===== src/rtl/sm_bus_snoop_pkg.sv =====
// Shared MSI coherence definitions: line states, bus opcodes, snoop FSM encoding.
// Also used by the CPU-side controller, so the encodings must stay stable.
package sm_bus_snoop_pkg;

    localparam logic [1:0] INVALID  = 2'b00;
    localparam logic [1:0] SHARED   = 2'b01;
    localparam logic [1:0] MODIFIED = 2'b10;

    localparam logic [1:0] OP_NONE   = 2'b00;
    localparam logic [1:0] OP_RDMISS = 2'b01;
    localparam logic [1:0] OP_WRMISS = 2'b10;
    localparam logic [1:0] OP_INV    = 2'b11;

    typedef enum logic [1:0] {
        S_IDLE   = 2'b00,
        S_LOOKUP = 2'b01,
        S_WB     = 2'b10
    } snoop_fsm_t;

    // State a hit line moves to when another core's message is observed.
    // An invalidate seen on a Modified line is a protocol error and is
    // handled exactly like a writeMiss (line dropped after write-back).
    function automatic logic [1:0] snoop_next_state(input logic [1:0] cur,
                                                    input logic [1:0] op);
        logic [1:0] nxt;
        nxt = cur;
        case (op)
            OP_RDMISS: nxt = (cur == MODIFIED) ? SHARED : cur;
            OP_WRMISS: nxt = INVALID;
            OP_INV:    nxt = INVALID;
            default:   nxt = cur;
        endcase
        return nxt;
    endfunction

endpackage


===== src/rtl/sm_bus_snoop_line_table.sv =====
// Direct-mapped tag/state table: two async read ports, a snoop state write and a CPU entry write.
// The snoop write wins when both target the same index in the same cycle.
module line_table
    import sm_bus_snoop_pkg::*;
#(
    parameter int NUM_LINES = 4,
    parameter int IDX_W     = 2,
    parameter int TAG_W     = 8
) (
    input  logic             clock,
    input  logic             reset,
    input  logic [IDX_W-1:0] rd_a_index,
    output logic [TAG_W-1:0] rd_a_tag,
    output logic [1:0]       rd_a_state,
    input  logic [IDX_W-1:0] rd_b_index,
    output logic [1:0]       rd_b_state,
    input  logic             snp_we,
    input  logic [IDX_W-1:0] snp_index,
    input  logic [1:0]       snp_state,
    input  logic             cpu_we,
    input  logic [IDX_W-1:0] cpu_index,
    input  logic [TAG_W-1:0] cpu_tag,
    input  logic [1:0]       cpu_state
);

    logic [TAG_W-1:0] tag_mem   [NUM_LINES];
    logic [1:0]       state_mem [NUM_LINES];

    logic cpu_blocked;
    assign cpu_blocked = snp_we && (snp_index == cpu_index);

    assign rd_a_tag   = tag_mem[rd_a_index];
    assign rd_a_state = state_mem[rd_a_index];
    assign rd_b_state = state_mem[rd_b_index];

    always_ff @(posedge clock) begin
        if (reset) begin
            for (int i = 0; i < NUM_LINES; i++) begin
                tag_mem[i]   <= '0;
                state_mem[i] <= INVALID;
            end
        end else begin
            if (cpu_we && !cpu_blocked) begin
                tag_mem[cpu_index]   <= cpu_tag;
                state_mem[cpu_index] <= cpu_state;
            end
            if (snp_we) begin
                state_mem[snp_index] <= snp_state;
            end
        end
    end

endmodule


===== src/rtl/sm_bus_snoop.sv =====
// Bus-side MSI snoop controller: looks up other cores' misses, demotes/invalidates hit lines,
// and on a Modified hit aborts the memory response and runs a write-back handshake.
module sm_bus_snoop
    import sm_bus_snoop_pkg::*;
#(
    parameter int NUM_LINES = 4,
    parameter int IDX_W     = 2,
    parameter int TAG_W     = 8
) (
    input  logic             clock,
    input  logic             reset,
    input  logic             snoop_valid,
    output logic             snoop_ready,
    input  logic [1:0]       snoop_op,
    input  logic [IDX_W-1:0] snoop_index,
    input  logic [TAG_W-1:0] snoop_tag,
    input  logic             cpu_upd_valid,
    output logic             cpu_upd_ready,
    input  logic [IDX_W-1:0] cpu_upd_index,
    input  logic [TAG_W-1:0] cpu_upd_tag,
    input  logic [1:0]       cpu_upd_state,
    output logic [1:0]       line_state,
    output logic             wb_valid,
    input  logic             wb_ready,
    output logic [IDX_W-1:0] wb_index,
    output logic [TAG_W-1:0] wb_tag,
    output logic             abort_mem,
    output logic             snoop_done
);

    snoop_fsm_t       fsm;
    logic [1:0]       op_q;
    logic [IDX_W-1:0] index_q;
    logic [TAG_W-1:0] tag_q;

    logic [TAG_W-1:0] ent_tag;
    logic [1:0]       ent_state;
    logic [1:0]       next_state;
    logic             hit;
    logic             lookup_act;
    logic             need_wb;
    logic             snp_we;
    logic             cpu_we;

    assign hit        = (ent_state != INVALID) && (ent_tag == tag_q);
    assign lookup_act = (fsm == S_LOOKUP) && hit && (op_q != OP_NONE);
    assign next_state = snoop_next_state(ent_state, op_q);
    assign need_wb    = lookup_act && (ent_state == MODIFIED);
    assign snp_we     = lookup_act && (next_state != ent_state);

    // The entry under snoop is frozen for the CPU until the message retires.
    assign cpu_upd_ready = !((fsm != S_IDLE) && (cpu_upd_index == index_q));
    assign cpu_we        = cpu_upd_valid && cpu_upd_ready && (cpu_upd_state != 2'b11);
    assign snoop_ready   = (fsm == S_IDLE);

    line_table #(
        .NUM_LINES (NUM_LINES),
        .IDX_W     (IDX_W),
        .TAG_W     (TAG_W)
    ) u_table (
        .clock      (clock),
        .reset      (reset),
        .rd_a_index (index_q),
        .rd_a_tag   (ent_tag),
        .rd_a_state (ent_state),
        .rd_b_index (cpu_upd_index),
        .rd_b_state (line_state),
        .snp_we     (snp_we),
        .snp_index  (index_q),
        .snp_state  (next_state),
        .cpu_we     (cpu_we),
        .cpu_index  (cpu_upd_index),
        .cpu_tag    (cpu_upd_tag),
        .cpu_state  (cpu_upd_state)
    );

    always_ff @(posedge clock) begin
        if (reset) begin
            fsm        <= S_IDLE;
            op_q       <= OP_NONE;
            index_q    <= '0;
            tag_q      <= '0;
            wb_valid   <= 1'b0;
            wb_index   <= '0;
            wb_tag     <= '0;
            abort_mem  <= 1'b0;
            snoop_done <= 1'b0;
        end else begin
            abort_mem  <= 1'b0;
            snoop_done <= 1'b0;
            case (fsm)
                S_IDLE: begin
                    if (snoop_valid) begin
                        op_q    <= snoop_op;
                        index_q <= snoop_index;
                        tag_q   <= snoop_tag;
                        fsm     <= S_LOOKUP;
                    end
                end
                S_LOOKUP: begin
                    if (need_wb) begin
                        abort_mem <= 1'b1;
                        wb_valid  <= 1'b1;
                        wb_index  <= index_q;
                        wb_tag    <= tag_q;
                        fsm       <= S_WB;
                    end else begin
                        snoop_done <= 1'b1;
                        fsm        <= S_IDLE;
                    end
                end
                S_WB: begin
                    if (wb_ready) begin
                        wb_valid   <= 1'b0;
                        snoop_done <= 1'b1;
                        fsm        <= S_IDLE;
                    end
                end
                default: fsm <= S_IDLE;
            endcase
        end
    end

endmodule


===== config.mk =====
export PLATFORM = sky130hd
export DESIGN_NAME = sm_bus_snoop
export DESIGN_NICKNAME = d
export VERILOG_FILES = /design/src/rtl/sm_bus_snoop_pkg.sv /design/src/rtl/sm_bus_snoop_line_table.sv /design/src/rtl/sm_bus_snoop.sv
export SDC_FILE = /design/constraint.sdc
export NUM_CORES = 1
export LEC_CHECK = 0
export ABC_AREA = 1
export CAP_MARGIN = 20
export CORE_ASPECT_RATIO = 1.4
export CORE_MARGIN = 2
export CORE_UTILIZATION = 55
export CTS_CLUSTER_DIAMETER = 40
export CTS_CLUSTER_SIZE = 10
export DETAILED_ROUTE_END_ITERATION = 6
export DONT_BUFFER_PORTS = 1
export PLACE_DENSITY = 0.77
export SYNTH_ARGS = -nofsm -noshare
export SYNTH_HDL_FRONTEND = slang
export SYNTH_SLANG_ARGS = --single-unit

===== constraint.sdc =====
create_clock -name clock -period 5 [get_ports clock]
set_clock_uncertainty 0.05 [all_clocks]
set_input_delay 0.5 -clock clock [delete_from_list [all_inputs] [get_ports clock]]
set_output_delay 0.5 -clock clock [all_outputs]
set_load 0.005 [all_outputs]

==> impl_metrics.tcl, run 1 <==
# place-and-route summary
set metrics [dict create \
    outcome "completed" \
    grt_pass1_wl_mm 11.8 \
    clock_sinks 69 \
    cts_root_buf "clkbuf_8" \
    relSlewSlack_pct 33.2 \
    fa_ha_area_share_pct 1.11 \
    drc 0 \
    syn_area_um2 3380 \
    ys_seq_share_pct 52.7 \
    hold_path_startpoint "reset" \
    syn_to_final_growth_pct 4.36 \
    start_kind "register" \
    first_pass_iters 7 \
    grt_usage_pct 22.2 \
    chipHeight_um 96.8 \
    worstSkewPairLatency_ns 0.34 \
    synth_cell_types 28 \
    slew_violations 0 \
    clockPowerShare_pct 32.3 \
    max_freq_mhz 325 \
    hold_depth 1 \
    intPower_uw 853 \
    finalSetupViolations 0 \
    aoi_share_pct 7.95 \
    worstSetupEndpointType "register" \
    synth.top_cells.by_count "nand2_1, nor2_1, edfxtp_1, inv_1, nand3_1" \
    ir_drop_v 0.000206 \
    ios 46 \
    ys_cells 410 \
    seq_power_share_pct 55.0 \
    drtAntennaViolNets 0 \
    diodes 0 \
    fin_area_um2 3530 \
    wl_per_cell_um 14.7 \
    final_nets 438 \
    grt_antenna_before_repair 0 \
    clk_pin_slew_ns 0.07 \
    grt_pass1_vias 2484 \
    grt_remaining_overflow 0 \
    reg2reg_to "u_table.state_mem[3][0]$_DFFE_PP_" \
    rsz0062_at_grt "false" \
]
run 1: through the flow:
| step | total power [mW] | setup slack [ns] | utilization (%) | hold slack, ns |
|---|---|---|---|---|
| 5_1_grt | 1.24 | 1.60 | 59.8 | 0.155 |
| 4_1_cts | 1.20 | 1.92 | 59.8 | 0.160 |
| 3_5_place_dp | 0.818 | 1.95 | 57.0 | 0.406 |
| 6_report | 1.19 | 1.93 | 59.8 | 0.168 |
| 2_1_floorplan | 0.787 | 2.74 | - | 0.390 |
| 3_3_place_gp | 0.812 | 2.07 | 57.0 | 0.400 |
run 1: cell families after synthesis:
logic type               Yosys count
adder cells (fa/ha/maj)            3
AND-OR/OR-AND                     53
AND/OR/NAND/NOR                  226
flip-flops                        69
buffers and inverters             57
XOR/XNOR                           2
run 1: power groups by stage:
stage,clock (mW),combinational (mW),sequential (mW)
detailed placement,0,0.150,0.668
global route,0.412,0.172,0.659
finish,0.385,0.151,0.655
CTS,0.389,0.151,0.655
floorplan,0,0.132,0.655
global placement,0,0.145,0.667
run 1: layout make-up:
cell class,instances,area [µm²],area share (%)
sequential,69,1780,50.5
multi-input combinational,284,1340,37.9
inverter,42,158,4.46
clock buffer,9,124,3.51
tap,70,87.6,2.48
clock inverter,6,41.3,1.17
run 1: worst max-delay path: stages, from the launching register on:
cell     delay [ns]
dfxtp_1        0.73
inv_2          0.30
nand2_1        0.13
nand3_1        0.08
nand2_2        0.11
nand2_1        0.10
nand3_1        0.12
inv_1          0.09
nand4_4        0.12
nand2_2        0.10
o21ai_1        0.64
or2_1          0.22
run 1: layer usage:
metal / wire length (µm) / up-vias / share of wire (%) / global-route usage [%]
met5: 0 / - / 0 / 0
met4: 166 / 0 / 2.3 / 9.47
met3: 352 / 12 / 5.0 / 4.90
met2: 3490 / 75 / 49 / 35.9
met1: 3070 / 1205 / 43 / 28.4
li1: - / 1328 / - / -
run 1: placed cells by master (no fill, tap or decap):
cell type | netlist | layout
a21oi_1 | 21 | 21
clkbuf_8 | 0 | 9
clkinv_2 | 0 | 2
clkinv_4 | 0 | 1
clkinvlp_4 | 0 | 3
dfxtp_1 | 29 | 29
edfxtp_1 | 40 | 40
ha_1 | 3 | 3
inv_1 | 39 | 39
inv_2 | 3 | 3
nand2_1 | 98 | 98
nand2_2 | 5 | 5
nand3_1 | 37 | 37
nand3_2 | 2 | 2
nand3_4 | 1 | 1
nand3b_1 | 4 | 4
nand4_1 | 5 | 5
nand4_4 | 1 | 1
nor2_1 | 67 | 67
nor2_2 | 1 | 1
nor2_4 | 3 | 3
nor3_1 | 1 | 1
o21ai_0 | 28 | 28
o21ai_1 | 1 | 1
o22ai_1 | 3 | 3
or2_1 | 1 | 1
xor2_1 | 1 | 1
xor2_2 | 1 | 1
run 1: state kept, by name, summed over array words and instances (netlist names), named ones only:
signal,count
op_q,2
wb_valid,1
wb_index,2
u_table.state_mem,8
u_table.tag_mem,32
index_q,2
fsm,2
tag_q,8
snoop_done,1
abort_mem,1
wb_tag,8
run_1/m1.png
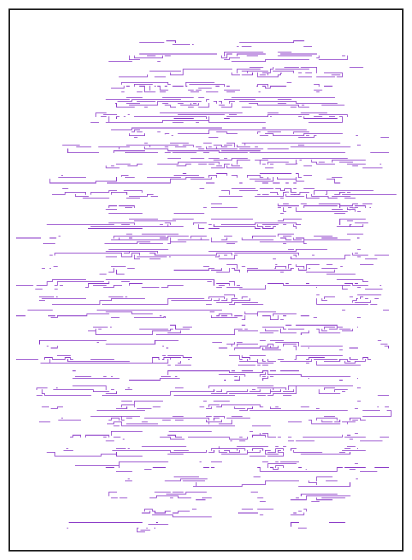
share of all routed wire: 43%
nets with wire on the layer: 419
main direction: horizontal
via total after detailed routing: 2620
met1 Resource Use GR: 28.4%
overall routed net length: 7.07 mm

run_1/m2.png
Cells faint in the background.
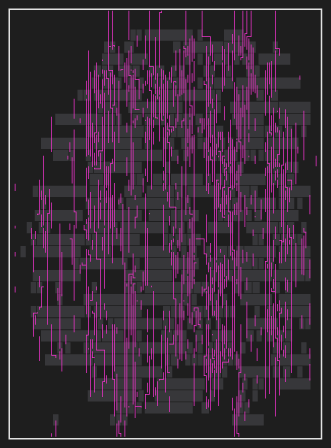
longest straight run: 52.1 µm
main direction: vertical
GR Layer Usage met2: 35.9%

run_1/placed.png
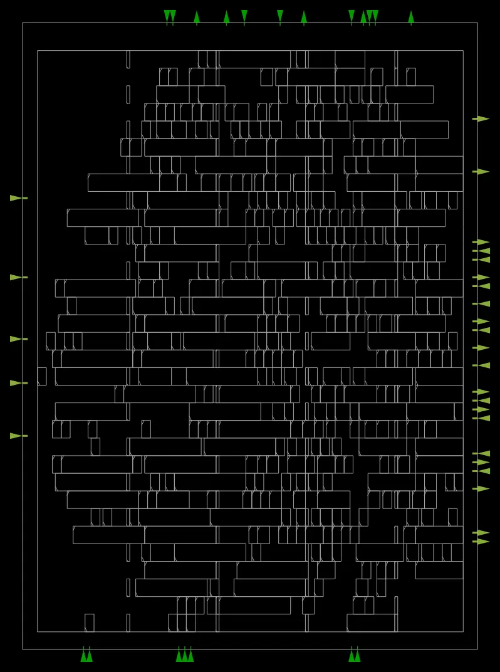
Non-Filler Instances: 480
Well Taps: 70
fill count: 522

run_1/util_map.png
7 x 10 tiles, from white (low) to dark blue (high), 0 to 100% covered.
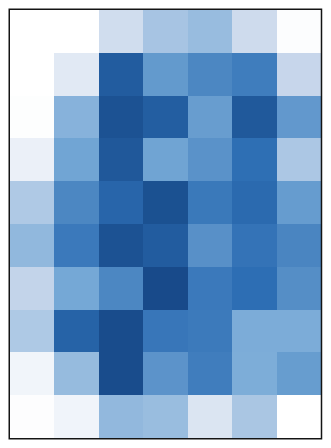

==> run 2, diff against run 1 <==
clock period = 3.15 ns   (was 5 ns; I/O delays follow)
run_2/util_map.png
7 x 10 tiles, from white (low) to dark blue (high), 0 to 100% covered.
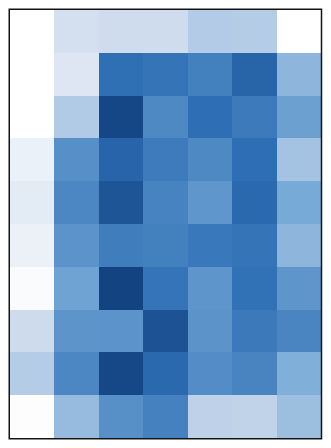
tiles over 75% full: 14%
nearly empty tiles: 7.1%
mean over tiles: 51%
fullest tile: 92%
core region area: 5900 µm²
initial core utilization: 57.3%
final core occ: 60.7%

==> run 2 against run 1 <==
  * Maximum frequency increased by 19%
  * Routed wire length increased by 8.3%
  * Combinational power increased by 68%
  * Final cell count increased by 0.83%
  * Critical path depth increased by 2
  * Die area unchanged
  * Area after synthesis unchanged
  * Design area increased by 1.6%
  * Non-clock buffer count increased by 3
  * Count of clock-buffer cells in the layout unchanged
  * First-iteration DRC count decreased by 29%
  * Sequential share of layout area decreased by 0.77 points
  * Critical endpoint is now u_table.tag_mem[1][0]$_SDFFCE_PN0P_
  * Largest cell class unchanged
==> impl_metrics.tcl, run 2 <==
# place-and-route summary
set metrics [dict create \
    reg2reg_to "u_table.tag_mem[1][0]$_SDFFCE_PN0P_" \
    rsz0062_at_grt "false" \
    synth.top_cells.by_count "nand2_1, nor2_1, edfxtp_1, inv_1, nand3_1" \
    clk_pin_slew_ns 0.09 \
    drc 0 \
    lay_top_cells "nand2_1, nor2_1, edfxtp_1" \
    hold_depth 2 \
    fin_area_um2 3590 \
    outcome "completed" \
    cts_root_buf "clkbuf_8" \
    lay_top_count "nand2_1" \
    crit_top_cell "nand2_1" \
    grt_usage_pct 23.6 \
    syn_area_um2 3380 \
    relSlewSlack_pct 48.3 \
    slew_violations 0 \
    largest_reg_flops 32 \
    hold_path_startpoint "wb_ready" \
    final_nets 441 \
    n_fill_cell 547 \
    cp_slowest_cell "dfxtp_1" \
    ios 46 \
    syn_to_final_growth_pct 5.99 \
    top_register "u_table.tag_mem" \
    cp_top_family "simple AND/OR/NAND/NOR gates" \
]
## run 2: logic make-up (layout without fill, tap and decap cells)
logic type,after synthesis,after routing,synth area share (%)
AOI/OAI and AO/OA,53,53,7.95
xor gates and xnor gates,2,2,0.740
adders and majority gates,3,3,1.11
buffers and inverters,57,61,7.77
DFF,69,69,52.7
and+or+nand+nor,226,226,29.8
## run 2: how the worst max path moves through the flow
| stage | depth (start not counted) | end | slack [ns] |
|---|---|---|---|
| floorplan | 12 | u_table.state_mem[3][0]$_DFFE_PP_ | 0.99 |
| global placement | 13 | u_table.tag_mem[0][3]$_SDFFCE_PN0P_ | 0.66 |
| detailed placement | 10 | u_table.state_mem[3][1]$_DFFE_PP_ | 0.59 |
| CTS | 10 | u_table.state_mem[3][0]$_DFFE_PP_ | 0.56 |
| global route | 11 | wb_tag[1]$_SDFFE_PP0P_ | 0.21 |
| finish | 13 | u_table.tag_mem[1][0]$_SDFFCE_PN0P_ | 0.56 |
## run 2: routing by layer
layer  global-route usage [%]  part of all wire, %  up-vias
met2                     40.9                   53       87
met5                        0                    0        -
met4                     13.0                  3.0        0
li1                         -                    -     1335
met1                     26.9                   39     1228
met3                     4.17                  5.0       18
## run 2: timing repair
item | 4_1_cts | 5_1_grt
hold buffers | 1 | 0
gates resized | 0 | 0
hold endpoints to repair | 4 | 0
## run 2: stage by stage
stage               cells  hold WS, ns  power, mW  worst slack, ns  utilization [%]
finish                484       0.0395       2.01            0.556             60.7
floorplan             410        0.334       1.25            0.992                -
global placement      467        0.335       1.30            0.662             57.3
global route          484       0.0523       2.09            0.212             60.7
detailed placement    467        0.336       1.30            0.591             57.3
CTS                   484       0.0335       2.01            0.564             60.7
## run 2: power breakdown
group | switching, mW | internal [mW] | leakage (nW)
clock network | 0.403 | 0.316 | 0.103
registers | 0.0330 | 1.00 | 0.649
logic | 0.176 | 0.0761 | 0.746
total | 0.612 | 1.39 | 1.50
## run 2: cell type report
cell class / instances / area, µm² / area share [%]
Clock buffer: 9 / 124 / 3.45
Clock inverter: 7 / 71.3 / 1.99
Inverter: 42 / 158 / 4.40
Multi-Input combinational cell: 284 / 1340 / 37.3
Sequential cell: 69 / 1780 / 49.7
Tap cell: 70 / 87.6 / 2.44
Timing Repair Buffer: 3 / 25.0 / 0.698
Power figures rest on the tool's default switching activity, not on a simulated workload.
